==> config.mk <==
export PLATFORM = sky130hd
export DESIGN_NAME = rat_int_ctrl
export DESIGN_NICKNAME = d
export VERILOG_FILES = /design/src/rtl/rat_int_ctrl.sv
export SDC_FILE = /design/constraint.sdc
export NUM_CORES = 1
export LEC_CHECK = 0
export CAP_MARGIN = 10
export CORE_ASPECT_RATIO = 0.7
export CORE_UTILIZATION = 39
export CTS_CLUSTER_SIZE = 10
export DETAILED_ROUTE_END_ITERATION = 16
export HOLD_SLACK_MARGIN = 0.1
export SETUP_SLACK_MARGIN = 0.2
export SKIP_LAST_GASP = 1
export SLEW_MARGIN = 20
export SYNTH_ARGS = -nofsm -noshare
export SYNTH_HDL_FRONTEND = slang
export SYNTH_SLANG_ARGS = --single-unit
==> constraint.sdc <==
create_clock -name CLK -period 3.15 [get_ports CLK]
set_clock_uncertainty 0.05 [all_clocks]
set_input_delay 0.315 -clock CLK [delete_from_list [all_inputs] [get_ports CLK]]
set_output_delay 0.315 -clock CLK [all_outputs]
set_load 0.05 [all_outputs]
==> src/rtl/rat_int_ctrl.sv <==
// rat_int_ctrl: interrupt controller beside the RAT MCU.
// Rising edges on SRC are synchronized and latched as pending. The lowest
// eligible (pending and unmasked) index is presented to the MCU as a
// fixed-width INTERRUPT pulse. Software reads the ID/status and mask bytes
// through INT_DATA, writes the mask, and acknowledges via an OUT to ACK_PORT.
module rat_int_ctrl #(
   parameter int         N_SRC     = 4,
   parameter logic [7:0] ID_PORT   = 8'h30,
   parameter logic [7:0] MASK_PORT = 8'h31,
   parameter logic [7:0] ACK_PORT  = 8'h32,
   parameter int         PULSE_CYC = 4
) (
   input  logic             CLK,
   input  logic             RESET,
   input  logic [N_SRC-1:0] SRC,
   input  logic [7:0]       PORT_ID,
   input  logic [7:0]       OUT_PORT,
   input  logic             IO_STRB,
   output logic [7:0]       INT_DATA,
   output logic             INTERRUPT
);

   typedef enum logic [1:0] {
      S_IDLE     = 2'd0,
      S_ASSERT   = 2'd1,
      S_WAIT_ACK = 2'd2
   } state_t;

   state_t           state, state_nxt;
   logic [N_SRC-1:0] sync1, sync2, sync3;
   logic [N_SRC-1:0] rise;
   logic [N_SRC-1:0] pending, mask, elig, clr;
   logic             ovf;
   logic [2:0]       id, id_nxt, low_idx;
   logic [3:0]       cnt, cnt_nxt;
   logic             int_nxt;
   logic             ack, mask_wr;
   logic [7:0]       mask_ext;

   // Ack is only meaningful while an interrupt is outstanding.
   assign ack     = IO_STRB && (PORT_ID == ACK_PORT) && (state != S_IDLE);
   assign mask_wr = IO_STRB && (PORT_ID == MASK_PORT);
   assign elig    = pending & mask;

   // Two-flop synchronizer, then a registered one-cycle rising-edge strobe.
   // All zero out of reset, so a source already high on release is one edge.
   always_ff @(posedge CLK) begin
      // NOTE: sequential state uses non-blocking assignments so every flop
      // samples pre-edge values regardless of statement order.
      if (RESET) begin
         sync1 <= '0;
         sync2 <= '0;
         sync3 <= '0;
         rise  <= '0;
      end else begin
         sync1 <= SRC;
         sync2 <= sync1;
         sync3 <= sync2;
         rise  <= sync2 & ~sync3;
      end
   end

   // Fixed priority: the lowest eligible index wins; one-hot clear on ack.
   always_comb begin
      // NOTE: every combinational output gets a default first so no path
      // leaves it unassigned, which would otherwise infer a latch.
      low_idx = '0;
      clr     = '0;
      for (int i = N_SRC - 1; i >= 0; i--) begin
         if (elig[i]) low_idx = 3'(i);
      end
      for (int i = 0; i < N_SRC; i++) begin
         clr[i] = ack && (id == 3'(i));
      end
   end

   // Pending/overflow/mask bookkeeping; a new edge beats a same-cycle clear.
   always_ff @(posedge CLK) begin
      if (RESET) begin
         pending <= '0;
         ovf     <= 1'b0;
         mask    <= '0;
      end else begin
         pending <= (pending & ~clr) | rise;
         if (ack) begin
            ovf <= 1'b0;
         end else if (|(rise & pending)) begin
            ovf <= 1'b1;
         end
         if (mask_wr) mask <= OUT_PORT[N_SRC-1:0];
      end
   end

   // Next-state logic: pick a source in IDLE, time the pulse, await the ack.
   always_comb begin
      state_nxt = state;
      cnt_nxt   = cnt;
      id_nxt    = id;
      int_nxt   = 1'b0;
      case (state)
         S_IDLE: begin
            if (|elig) begin
               state_nxt = S_ASSERT;
               id_nxt    = low_idx;
               cnt_nxt   = 4'(PULSE_CYC - 1);
               int_nxt   = 1'b1;
            end
         end
         S_ASSERT: begin
            if (ack) begin
               state_nxt = S_IDLE;
            end else if (cnt == 4'd0) begin
               state_nxt = S_WAIT_ACK;
            end else begin
               cnt_nxt = cnt - 4'd1;
               int_nxt = 1'b1;
            end
         end
         S_WAIT_ACK: begin
            if (ack) state_nxt = S_IDLE;
         end
         default: state_nxt = S_IDLE;
      endcase
   end

   // State register; INTERRUPT is a flop so the MCU sees a clean level.
   always_ff @(posedge CLK) begin
      if (RESET) begin
         state     <= S_IDLE;
         cnt       <= '0;
         id        <= '0;
         INTERRUPT <= 1'b0;
      end else begin
         state     <= state_nxt;
         cnt       <= cnt_nxt;
         id        <= id_nxt;
         INTERRUPT <= int_nxt;
      end
   end

   // IN-port read data, decoded directly from PORT_ID.
   always_comb begin
      mask_ext                = '0;
      mask_ext[N_SRC-1:0]     = mask;
      INT_DATA                = 8'h00;
      if (PORT_ID == ID_PORT) begin
         INT_DATA = {(state != S_IDLE), ovf, 3'b000, id};
      end else if (PORT_ID == MASK_PORT) begin
         INT_DATA = mask_ext;
      end
   end

endmodule

M3 wires:
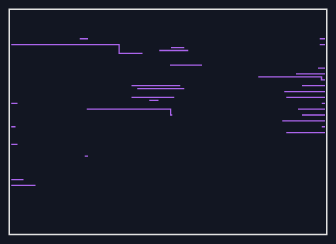
- share of all routed wire: 7.4%
- main direction: horizontal
- wire length on this layer: 193 um
- longest straight run: 24.8 um
- nets with wire on the layer: 27

Placed standard cells:
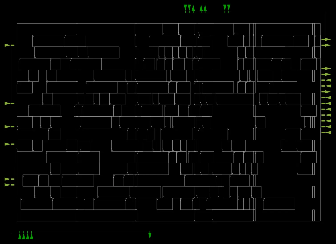
fin util: 54.1%
core area: 3280 sq um
final std cells w/o fill: 222

Port wiring:
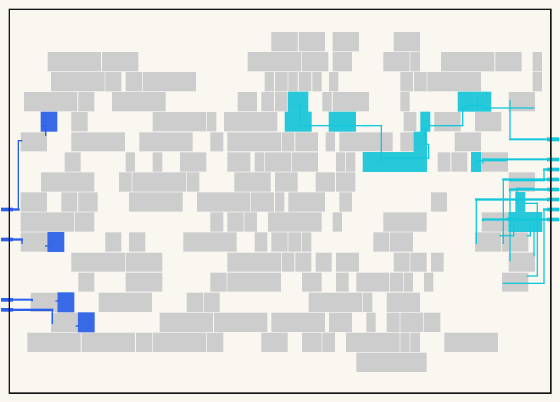
- SRC: blue (bits 4; direction input; end cells 4; wire 25.2 um)
- PORT_ID: cyan (bits 8; direction input; end cells 11; wire 178 um)

area by class of cell:
| type | count | area (sq um) |
|---|---|---|
| clock buffers | 6 | 82.6 |
| clock inverters | 2 | 12.5 |
| fillers | 301 | 1500 |
| inverters | 6 | 22.5 |
| multi-input cells | 100 | 649 |
| flip-flops and latches | 34 | 681 |
| well taps | 47 | 58.8 |
| repair buffers | 27 | 265 |
worst paths after layout:
path | start | end | slack [ns] | cells past startpoint
worst min register to register | sync3[1] | rise[1] | 0.34 | 1
worst max register to register | state[1] | cnt[2] | 1.46 | 5
worst min-delay path | sync3[1] | rise[1] | 0.34 | 1
worst max-delay path | PORT_ID[2] | INT_DATA[6] | 0.43 | 5
==> flow_summary.json <==
{
  "hold_violations": 0,
  "top_logic_kind": "simple AND/OR/NAND/NOR gates",
  "grt_pass1_vias": 1033,
  "period_used_pct": 86.4,
  "min_path_type": "flip-flop to flip-flop",
  "p_clk_share_pct": 40.3,
  "yosys_area_sq_um": 1390,
  "fin_ws_ns": 0.427,
  "cts-resized-gates": 0,
  "use_met3_pct": 5.43,
  "power_mw": 0.828,
  "p_clk_mw": 0.333,
  "wl_met2_um": 1120,
  "top_power_group": "registers",
  "cp.arrival_ns": 2.36,
  "pg_seq_mw": 0.443,
  "warning_count": 31,
  "grt_util_met2_pct": 25.0,
  "p_leak_nw": 0.651,
  "grt.total_usage_pct": 15.5,
  "clk_latency_ns": 0.29,
  "grt_pass1_wl_um": 4320,
  "place.gp.congestion": 0.818,
  "edf_count": 0,
  "critPathMaxStageDelay_ns": 0.83,
  "nets": 199,
  "clk_pin_slew_ns": 0.06,
  "clock-root-buffer": "clkbuf_8",
  "status": "finished, final reports clean",
  "layout.cells.most_common": "dfxtp_1",
  "top_cell_area_share_pct": 49.1,
  "crit_path_end_kind": "primary output",
  "die_y_um": 51.9,
  "ys_top_cells_by_count": "34 x dfxtp_1, 18 x nor2b_1, 14 x a21oi_1",
  "grt_start_max_net_pins": 18,
  "wl_met1_um": 1260,
  "cp_common_cell": "clkdlybuf4s50_1",
  "crit_buf_inv": 2,
  "grt-busiest-layer": "met2",
  "cts_tree": "yes",
  "ys_async_sr_fraction_pct": 0,
  "worstPathRequired_ns": 2.78,
  "die_x_um": 73.3,
  "rsz0062_at_grt": "false",
  "antenna_found_initial": 0,
  "cts_buffer_depth": 2,
  "yosys.area_share.simple_pct": 26.5,
  "yosys.cell_types.count": 38,
  "dp.cells": 214,
  "wl_per_cell_um": 11.8,
  "layout-drive-gt1-share_pct": 8.57,
  "cp_max_fo": 9,
  "pre_cts_ws_ns": 0.432,
  "tightest_slew_ns": 0.508,
  "switchingPower_mw": 0.184,
  "placed_cell_area_sq_um": 1680,
  "slew_headroom_pct": 66.0,
  "antenna_cells": 0,
  "ir_drop_mv": 0.349,
  "ys_sh_adder_pct": 1.81,
  "area_growth_pct": 27.8,
  "p_per_area_nw_per_um2": 468,
  "fp.dieArea_sq_um": 3800
}
